<file path="src/rtl/vga_result_ctrl.sv">
// Result overlay controller: CPU-set ODD/EVEN code, shown on the VGA renderer
// and applied only at the start of vertical blank, with optional blink and auto-clear.
module vga_result_ctrl #(
  parameter logic [31:0] BASE_ADDR    = 32'h4000_0000,
  parameter int unsigned HOLD_FRAMES  = 180,
  parameter int unsigned BLINK_FRAMES = 30
) (
  input  logic        clk,
  input  logic        rst,
  input  logic        bus_we,
  input  logic        bus_re,
  input  logic [31:0] bus_addr,
  input  logic [31:0] bus_wdata,
  output logic [31:0] bus_rdata,
  input  logic [9:0]  pixel_x,
  input  logic [9:0]  pixel_y,
  output logic [1:0]  result,
  output logic        busy
);

  localparam logic [1:0] S_IDLE = 2'd0;
  localparam logic [1:0] S_WAIT = 2'd1;
  localparam logic [1:0] S_SHOW = 2'd2;

  localparam logic [9:0] HOLD_LAST  = 10'(HOLD_FRAMES - 1);
  localparam logic [7:0] BLINK_LAST = 8'(BLINK_FRAMES - 1);

  logic [1:0]  state_q, state_d;
  logic [1:0]  shown_q, shown_d;
  logic [1:0]  pend_code_q, pend_code_d;
  logic        pending_q, pending_d;
  logic [9:0]  frame_cnt_q, frame_cnt_d;
  logic [7:0]  blink_cnt_q, blink_cnt_d;
  logic        phase_q, phase_d;
  logic [1:0]  ctrl_q, ctrl_d;
  logic [1:0]  result_q, result_d;
  logic [31:0] rdata_q, rdata_d;

  logic        hit;
  logic        sel_cmd;
  logic        sel_stat;
  logic        sel_ctrl;
  logic        cmd_wr;
  logic        ctrl_wr;
  logic        frame_tick;
  logic        hold_run;
  logic [31:0] status;
  logic        unused_ok;

  assign hit      = bus_addr[31:4] == BASE_ADDR[31:4];
  assign sel_cmd  = hit && (bus_addr[3:0] == 4'h0);
  assign sel_stat = hit && (bus_addr[3:0] == 4'h4);
  assign sel_ctrl = hit && (bus_addr[3:0] == 4'h8);

  // Code 3 is reserved; such a write must leave everything untouched.
  assign cmd_wr  = bus_we && sel_cmd && (bus_wdata[1:0] != 2'b11);
  assign ctrl_wr = bus_we && sel_ctrl;

  assign frame_tick = (pixel_x == 10'd0) && (pixel_y == 10'd480);

  assign hold_run = (state_q == S_SHOW) && ctrl_q[0];
  assign status   = {28'd0, hold_run, shown_q, pending_q};

  assign unused_ok = ^bus_wdata[31:2];

  always_comb begin
    state_d     = state_q;
    shown_d     = shown_q;
    pend_code_d = pend_code_q;
    pending_d   = pending_q;
    frame_cnt_d = frame_cnt_q;
    blink_cnt_d = blink_cnt_q;
    phase_d     = phase_q;
    ctrl_d      = ctrl_q;

    if (ctrl_wr) begin
      ctrl_d = bus_wdata[1:0];
    end

    // A fresh command beats a coincident tick; it waits for the next one.
    if (cmd_wr) begin
      pend_code_d = bus_wdata[1:0];
      pending_d   = 1'b1;
      state_d     = S_WAIT;
    end else if (frame_tick) begin
      unique case (state_q)
        S_WAIT: begin
          shown_d   = pend_code_q;
          pending_d = 1'b0;
          if (pend_code_q != 2'b00) begin
            state_d     = S_SHOW;
            frame_cnt_d = '0;
            blink_cnt_d = '0;
            phase_d     = 1'b1;
          end else begin
            state_d = S_IDLE;
          end
        end
        S_SHOW: begin
          if (ctrl_q[1]) begin
            if (blink_cnt_q == BLINK_LAST) begin
              blink_cnt_d = '0;
              phase_d     = ~phase_q;
            end else begin
              blink_cnt_d = blink_cnt_q + 8'd1;
            end
          end
          if (ctrl_q[0]) begin
            if (frame_cnt_q == HOLD_LAST) begin
              shown_d = 2'b00;
              state_d = S_IDLE;
            end else begin
              frame_cnt_d = frame_cnt_q + 10'd1;
            end
          end
        end
        default: ;
      endcase
    end
  end

  always_comb begin
    result_d = shown_d;
    if (ctrl_d[1] && !phase_d) begin
      result_d = 2'b00;
    end
  end

  always_comb begin
    rdata_d = '0;
    if (bus_re) begin
      unique case (1'b1)
        sel_stat: rdata_d = status;
        sel_ctrl: rdata_d = {30'd0, ctrl_q};
        default:  rdata_d = '0;
      endcase
    end
  end

  always_ff @(posedge clk) begin
    if (rst) begin
      state_q     <= S_IDLE;
      shown_q     <= 2'b00;
      pend_code_q <= 2'b00;
      pending_q   <= 1'b0;
      frame_cnt_q <= '0;
      blink_cnt_q <= '0;
      phase_q     <= 1'b1;
      ctrl_q      <= 2'b01;
      result_q    <= 2'b00;
      rdata_q     <= '0;
    end else begin
      state_q     <= state_d;
      shown_q     <= shown_d;
      pend_code_q <= pend_code_d;
      pending_q   <= pending_d;
      frame_cnt_q <= frame_cnt_d;
      blink_cnt_q <= blink_cnt_d;
      phase_q     <= phase_d;
      ctrl_q      <= ctrl_d;
      result_q    <= result_d;
      rdata_q     <= rdata_d;
    end
  end

  assign result    = result_q;
  assign busy      = pending_q;
  assign bus_rdata = rdata_q;

endmodule
</file>
<file path="config.mk">
export PLATFORM = sky130hd
export DESIGN_NAME = vga_result_ctrl
export DESIGN_NICKNAME = d
export VERILOG_FILES = /design/src/rtl/vga_result_ctrl.sv
export SDC_FILE = /design/constraint.sdc
export NUM_CORES = 1
export LEC_CHECK = 0
export ABC_AREA = 1
export CAP_MARGIN = 20
export CORE_UTILIZATION = 40
export CTS_CLUSTER_DIAMETER = 60
export DETAILED_ROUTE_END_ITERATION = 12
export PLACE_DENSITY = 0.89
export SYNTH_ARGS = -nofsm -noshare
export SYNTH_HDL_FRONTEND = slang
export SYNTH_SLANG_ARGS = --single-unit
export TNS_END_PERCENT = 30
</file>
<file path="constraint.sdc">
create_clock -name clk -period 2.2 [get_ports clk]
set_input_delay 0.44 -clock clk [delete_from_list [all_inputs] [get_ports clk]]
set_output_delay 0.44 -clock clk [all_outputs]
set_load 0.005 [all_outputs]
</file>
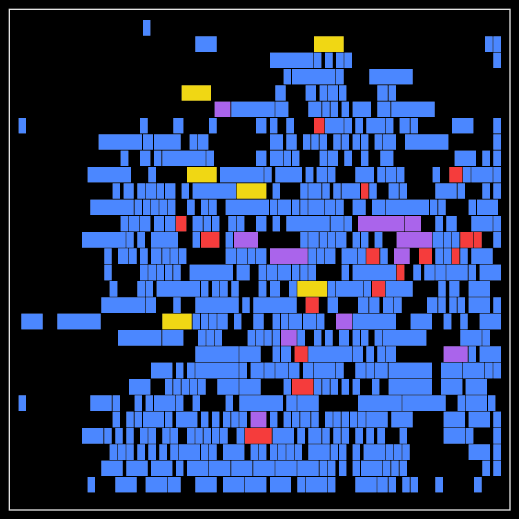
Fig. 1. Cells by drive strength.
Drawn at 6 px/um.
Key: yellow = _6 and larger [cells 6, most used clkbuf_8]; blue = _0 and _1 cells [cells 479, most used nand2_1]; purple = _3 and _4 cells [cells 11, most used buf_4]; red = _2 cells [cells 16, most used nor2_2]

==> qor.yml <==
synthesis:
  numSynthFlops: 34
  ys_warn_count: 0
  synth_seq_share_pct: 25.81
sta:
  finalCritPeriodShare_pct: 89.05
  layout_min_cycle_time_ps: 1959
  setup_viol_count_final: 0
routing:
  viasPerCell: 4.732
  vias: 2787
  wl_met1_mm: 2.682
  highest_layer: "met4"
  ant_nets: 0
  drc_errors: 0
critical_path:
  reg2reg_slack_ps: 360
  endpoint_kind: "flop"
  r2r_start: "state_q[1]"
  critPathLaunch: "bus_addr[21]"
cells_and_area:
  area_delta_synth_final_pct: 27.28
  layout_top_cells: "nand2_1, nor2_1, inv_1"
  fin_util_pct: 52.87
clocking:
  hold_buffers: 0
  clk_latency_ps: 290
global_route:
  grt_pass1_vias: 2592
  grt_first_pass_wirelength_mm: 10.45
power:
  p_leak_nw: 1.477
  switching_share_pct: 24.07
run_status:
  outcome: "finished, final reports clean"
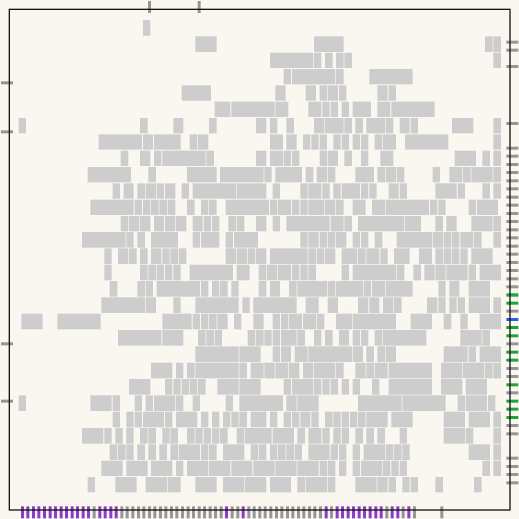
Fig. 2. Pin map.
Drawn at 6 px/um. Pins as bars across the die edge, other pins in gray.
Key: blue = busy [pins 1, direction output, edge right]; green = pixel_x [pins 10, direction input, edge right]; purple = bus_wdata [pins 32, direction input, edge bottom]

-- worst min path at each step --
stage                     startpoint           end  slack [ps]  cells past startpoint
after detailed placement  shown_q[1]  bus_rdata[2]         460                      2
after global placement    shown_q[1]  bus_rdata[2]         460                      2
after global routing      shown_q[1]  bus_rdata[2]         490                      2
after floorplan           shown_q[1]  bus_rdata[2]         420                      2
final                     shown_q[1]  bus_rdata[2]         460                      2
after CTS                 shown_q[1]  bus_rdata[2]         460                      2
-- cell type report --
| cell class | instances | area, um^2 | share of cell area, % |
|---|---|---|---|
| tap | 77 | 96.34 | 2.870 |
| clock buffer | 7 | 86.33 | 2.572 |
| clock inverter | 1 | 5.005 | 0.1491 |
| timing repair buffer | 70 | 685.7 | 20.42 |
| sequential | 34 | 680.7 | 20.28 |
| inverter | 73 | 275.3 | 8.200 |
| multi-input combinational | 327 | 1528 | 45.51 |
-- cells in the mapped netlist (all sizes together) --
library cell	n
nand2	113
nor2	87
inv	72
dfxtp	34
buf	32
nand3	27
a21oi	22
nand4	21
nor3	8
o21ai	7
ha	5
xor2	4
clkbuf	2
a211oi	1
clkinv	1
conb	1
nor4	1
o21bai	1
o22ai	1
xnor2	1
-- routing by layer --
layer / global-route usage (%) / vias up
li1: - / 1457
met1: 19.84 / 1241
met2: 32.79 / 74
met3: 4.274 / 15
met4: 7.837 / 0
met5: 0 / -
-- logic make-up (layout without fill, tap and decap cells) --
family                   after synthesis  in the layout  synth area share, %
buffers and inverters                107            151                20.11
AND-OR/OR-AND                         32             32                6.452
other                                  1             28               0.1422
adder cells (fa/ha/maj)                5              5                2.372
flip-flops                            34             34                25.81
AND/OR/NAND/NOR                      257            257                43.45
XOR/XNOR                               5              5                1.660
-- power groups by stage --
stage               Clock, W  Combinational (W)  Sequential [W]
finish              0.000485           0.000188        0.000615
global route        0.000515           0.000209        0.000615
CTS                 0.000493           0.000188        0.000615
detailed placement         0           0.000187        0.000629
global placement           0           0.000183        0.000629
floorplan                  0          0.0000992        0.000629
-- critical path, cell delays in order --
cell and delay (ps):
clkdlybuf4s50_1 490, nor2_1 50, nand2_1 80, nor2_1 50
nand2_1 60, nor2_1 70, a21oi_1 580, nand4_1 180
a21oi_1 170
-- through the flow --
step                area, um^2  hold slack [ps]  std cells  setup TNS, ps  power [W]
floorplan                 2739            422.3        468              0  0.0007285
global placement          3266            460.0        581        -0.6359  0.0008118
detailed placement        3266            457.5        581         -340.8  0.0008164
CTS                       3357            464.9        589              0   0.001296
global route              3357            493.1        589              0   0.001339
finish                    3357            458.9        589              0   0.001287
-- state kept, by name, indices dropped and copies added (netlist names) --
register     cells
ctrl_q           2
phase_q          1
pend_code_q      2
shown_q          2
state_q          2
blink_cnt_q      8
result           2
busy             1
frame_cnt_q     10
bus_rdata        4
Power is estimated from default activity; no workload was simulated.
